**src/rtl/prog_ctrl.sv**
```systemverilog
// Program sequencer: launches one of three programs on a Start rising edge and times the run.
// Optional watchdog abort is compiled in with PROG_CTRL_WATCHDOG_EN.
module prog_ctrl #(
  parameter logic [9:0]  PROG0_BASE = 10'd0,
  parameter logic [9:0]  PROG1_BASE = 10'd128,
  parameter logic [9:0]  PROG2_BASE = 10'd256,
  parameter logic [15:0] WDOG_LIMIT = 16'd4095
) (
  input  logic        CLK,
  input  logic        Init,
  input  logic        Start,
  input  logic [1:0]  ProgSel,
  input  logic        Halt,
  output logic        FetchInit,
  output logic [9:0]  StartPC,
  output logic [1:0]  ProgState,
  output logic        Busy,
  output logic        Done,
  output logic        SelErr,
  output logic [15:0] CycleCount
`ifdef PROG_CTRL_WATCHDOG_EN
  , output logic      Timeout
`endif
);

  typedef enum logic [1:0] {IDLE, LOAD, RUN, DONE} state_e;

  state_e      state_q, state_d;
  logic        start_q, start_d;
  logic        armed_q, armed_d;
  logic [9:0]  pc_q, pc_d;
  logic [1:0]  prog_q, prog_d;
  logic [15:0] cnt_q, cnt_d;
  logic        selerr_q, selerr_d;
  logic        fetch_init_q, fetch_init_d;
  logic        busy_q, busy_d;
  logic        done_q, done_d;
  logic        start_edge;
`ifdef PROG_CTRL_WATCHDOG_EN
  logic        timeout_q, timeout_d;
`endif

  // armed_q blocks a Start held high across reset release until it has been seen low
  assign start_edge = Start & ~start_q & armed_q;

  always_comb begin
    state_d  = state_q;
    pc_d     = pc_q;
    prog_d   = prog_q;
    cnt_d    = cnt_q;
    selerr_d = 1'b0;
    start_d  = Start;
    armed_d  = armed_q | ~Start;
`ifdef PROG_CTRL_WATCHDOG_EN
    timeout_d = timeout_q;
`endif
    case (state_q)
      IDLE, DONE: begin
        if (start_edge) begin
          if (ProgSel != 2'd3) begin
            state_d = LOAD;
            prog_d  = ProgSel;
            cnt_d   = 16'd0;
`ifdef PROG_CTRL_WATCHDOG_EN
            timeout_d = 1'b0;
`endif
            case (ProgSel)
              2'd0:    pc_d = PROG0_BASE;
              2'd1:    pc_d = PROG1_BASE;
              default: pc_d = PROG2_BASE;
            endcase
          end else begin
            selerr_d = 1'b1;
          end
        end
      end
      LOAD: state_d = RUN;
      RUN: begin
        if (cnt_q != 16'hFFFF) cnt_d = cnt_q + 16'd1;
        if (Halt) begin
          state_d = DONE;
`ifdef PROG_CTRL_WATCHDOG_EN
        end else if (cnt_d >= WDOG_LIMIT) begin
          state_d   = DONE;
          timeout_d = 1'b1;
`endif
        end
      end
      default: state_d = IDLE;
    endcase
    // Status outputs are registered from the next state so they line up with state_q
    fetch_init_d = (state_d != RUN);
    busy_d       = (state_d == LOAD) || (state_d == RUN);
    done_d       = (state_d == DONE);
  end

  always_ff @(posedge CLK) begin
    if (Init) begin
      state_q      <= IDLE;
      start_q      <= 1'b0;
      armed_q      <= ~Start;
      pc_q         <= PROG0_BASE;
      prog_q       <= 2'd0;
      cnt_q        <= 16'd0;
      selerr_q     <= 1'b0;
      fetch_init_q <= 1'b1;
      busy_q       <= 1'b0;
      done_q       <= 1'b0;
`ifdef PROG_CTRL_WATCHDOG_EN
      timeout_q    <= 1'b0;
`endif
    end else begin
      state_q      <= state_d;
      start_q      <= start_d;
      armed_q      <= armed_d;
      pc_q         <= pc_d;
      prog_q       <= prog_d;
      cnt_q        <= cnt_d;
      selerr_q     <= selerr_d;
      fetch_init_q <= fetch_init_d;
      busy_q       <= busy_d;
      done_q       <= done_d;
`ifdef PROG_CTRL_WATCHDOG_EN
      timeout_q    <= timeout_d;
`endif
    end
  end

  assign FetchInit  = fetch_init_q;
  assign StartPC    = pc_q;
  assign ProgState  = prog_q;
  assign Busy       = busy_q;
  assign Done       = done_q;
  assign SelErr     = selerr_q;
  assign CycleCount = cnt_q;
`ifdef PROG_CTRL_WATCHDOG_EN
  assign Timeout    = timeout_q;
`endif

endmodule

```
**config.mk**
```make
export PLATFORM = sky130hd
export DESIGN_NAME = prog_ctrl
export DESIGN_NICKNAME = d
export VERILOG_FILES = /design/src/rtl/prog_ctrl.sv
export SDC_FILE = /design/constraint.sdc
export NUM_CORES = 1
export LEC_CHECK = 0
export CAP_MARGIN = 20
export CORE_ASPECT_RATIO = 0.6
export CORE_MARGIN = 2
export CORE_UTILIZATION = 25
export CTS_BUF_LIST = sky130_fd_sc_hd__clkbuf_2
export DETAILED_ROUTE_END_ITERATION = 8
export GPL_TIMING_DRIVEN = 0
export HOLD_SLACK_MARGIN = 0.02
export SYNTH_ARGS = -nofsm -noshare
export SYNTH_HDL_FRONTEND = slang
export SYNTH_SLANG_ARGS = --single-unit
```
**constraint.sdc**
```tcl
create_clock -name CLK -period 3.7 [get_ports CLK]
set_input_delay 0.74 -clock CLK [delete_from_list [all_inputs] [get_ports CLK]]
set_output_delay 0.74 -clock CLK [all_outputs]
set_load 0.02 [all_outputs]
```
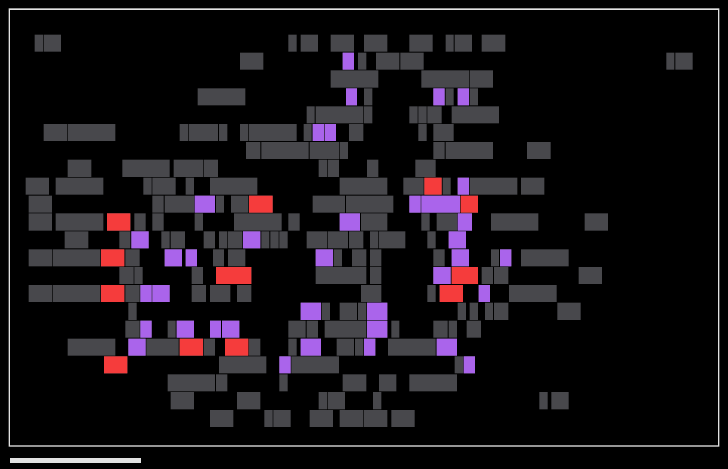
(images/logic_types.png)
Bar = 20 µm.
Key: red = non-inverting ao/oa cells [cells 12, most used a32o_1]; purple = aoi and oai cells [cells 37, most used o211ai_1]

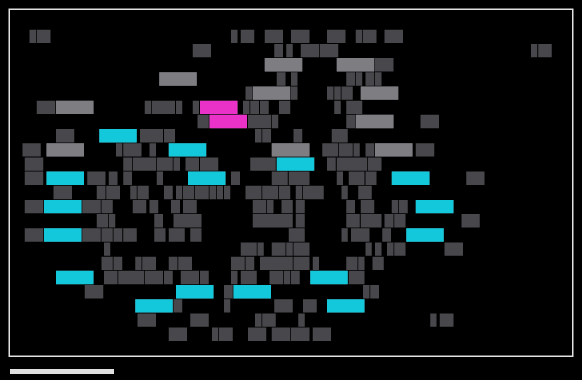
(images/flops_by_reg.png)
Bar = 20 µm. Other sequential cells in the stronger gray, the rest of the logic in the fainter gray.
Key: magenta = state_q [placed flops 2]; cyan = CycleCount [placed flops 16]
Another 10 sequential cells are not colored.
Final Util: 33.28%
Sequential Power: 0.350 mW
Seq/total area: 27.32%
register area: 560.5 µm²

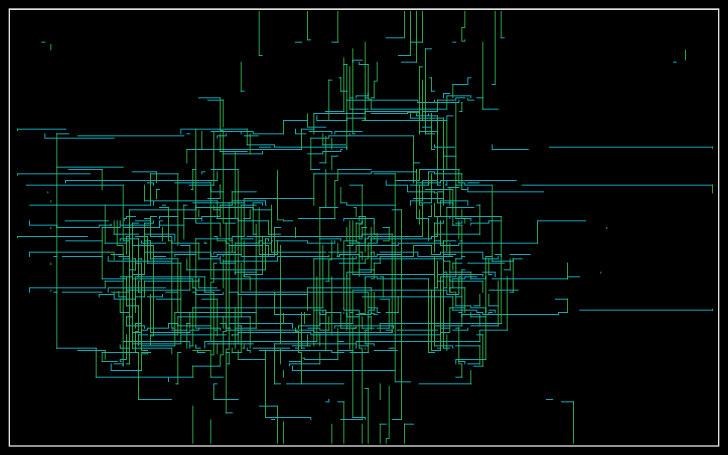
(images/wires.png)
Two of the layers only.
Key: green = metal 2 [wire length 1780 µm]; cyan = metal 1 [wire length 2130 µm]
DR vias: 1552
WL final: 4.319 mm
GRT Util Overall: 12.21%
WL/cell: 13.84 µm

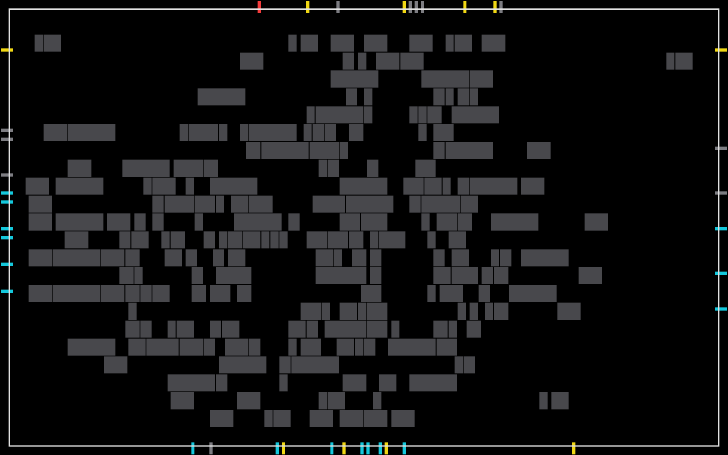
(images/io_placement.png)
Pins as bars across the die edge, other pins in gray.
Key: cyan = CycleCount [pins 16, direction output, edge 7 south, 6 west, 3 east]; yellow = StartPC [pins 10, direction output, edge 4 north, 4 south, 1 east, 1 west]; red = FetchInit [pins 1, direction output, edge north]
Port Buf Inserts: 29
die x size: 107.8 µm
die height: 66.27 µm

-- power by group --
part	total (mW)	internal (mW)	switching, mW
clock	0.113	0.0220	0.0913
sequential	0.350	0.335	0.0157
combinational	0.385	0.160	0.226
-- worst min-delay path, cell delays in order (launching register included) --
cell	delay, ps
dfxtp_1	370
nand2_1	50
a21oi_1	50
-- cell type report --
| type | instances | area, µm² | area share (%) |
|---|---|---|---|
| Multi-Input combinational cell | 144 | 925.9 | 45.12 |
| Sequential cell | 28 | 560.5 | 27.32 |
| Timing Repair Buffer | 29 | 290.3 | 14.15 |
| Buffer | 16 | 125.1 | 6.098 |
| Tap cell | 84 | 105.1 | 5.122 |
| Inverter | 8 | 30.03 | 1.463 |
| Clock buffer | 3 | 15.01 | 0.7317 |
==> results.sh <==
# source this file to load flow results
export IMPL_largest_area_cell="dfxtp_1"
export IMPL_ys_warn_count=0
export IMPL_finalInstanceArea_um2=2052
export IMPL_core_um2=6166
export IMPL_cts_sinks=28
export IMPL_cts_buffer_depth=2
export IMPL_critPathKind="in -> reg"
export IMPL_htree_levels=1
export IMPL_end_kind="flip-flop"
export IMPL_cts_repair_resized=0
export IMPL_synth_xor_xnor_area_share_pct=0
export IMPL_most_common_cell="dfxtp_1"
export IMPL_fa_ha_area_share_pct=3.098
export IMPL_slew_viol_final=0
export IMPL_fin_ws_ps=1017
export IMPL_min_path_cells=2
export IMPL_drv_cap=0
export IMPL_grt_max_degree=15
export IMPL_crit_buf_inv=1
export IMPL_n_antenna_cell=0
export IMPL_synth_edff_count=0
export IMPL_cp_num_cells=5
export IMPL_ir_worst_vdd_v=0.0001727
export IMPL_synth_area_per_cell_um2=8.547
export IMPL_final_common_cell="clkdlybuf4s50_1"
export IMPL_netlist_instances=189
export IMPL_logic_family="simple AND/OR/NAND/NOR gates"
export IMPL_hold_buffers=0
export IMPL_met3_usage_pct=3.448
export IMPL_hold_slack_ps=472.1
export IMPL_hp_start="StartPC[8]"
export IMPL_clockRootBuffer="clkbuf_2"
export IMPL_cellLeakagePower_nw=0.7095
export IMPL_timing_rr_end="CycleCount[6]"
export IMPL_wl_met1_mm=2.127
export IMPL_startpoint_type="input pin"
export IMPL_dr_max_layer_used="met3"
export IMPL_yosysUniqueCellTypes=52
export IMPL_simple_gate_area_share_pct=28.66
export IMPL_drive_above_1_share_pct=11.84
export IMPL_worstPathArrival_ps=3010
export IMPL_rrSetupSlack_ps=1270
export IMPL_required_ps=4030
export IMPL_worstSetupEndpoint="CycleCount[6]"
export IMPL_fin_total_pwr_mw=0.8491
export IMPL_ys_top_cells_by_count="28 x dfxtp_1, 22 x nand2_1, 13 x nor2_1"
export IMPL_holdCritPathClass="reg -> reg"
export IMPL_dpl_cell_area_um2=2037
export IMPL_setup_worst_path_start="ProgSel[0]"
export IMPL_rsz0062_at_grt="no"
export IMPL_num_rows=22
export IMPL_area_leaders="dfxtp_1 35%, nand2_1 5.1%, a32o_1 4.3%, buf_4 3.7%, o211ai_1 3.3%"
export IMPL_dp_cells=309
export IMPL_synthToLayoutAreaGrowth_pct=27.03
export IMPL_clkTransAtPathRegs_ps=270
export IMPL_setup_viol=0
export IMPL_fin_tns_setup_ps=0
export IMPL_period_needed_ps=2683
export IMPL_clock_skew_ps=14.41
export IMPL_top_usage_layer="met1"
export IMPL_hold_path_endpoint="StartPC[8]"
export IMPL_dr_pass1_iters=4
export IMPL_antenna_left=0
export IMPL_drt_iter0_drc=110
export IMPL_synth_mux_area_fraction_pct=0.6197
export IMPL_largest_reg_flops=16
export IMPL_instances_no_fill=312
export IMPL_cts_setup_buffers=0
export IMPL_initCoreUtil_pct=26.20
export IMPL_outcome="finished, final reports clean"
export IMPL_path_cells="clkdlybuf4s50_1 > and2_4 > o41ai_2 > a21boi_1 > a32o_1"
export IMPL_num_io_pins=38
export IMPL_met1_usage_pct=18.22
export IMPL_cpPeakStageDelay_ps=730
No activity file was given, so power comes from the tool's default toggle rates.
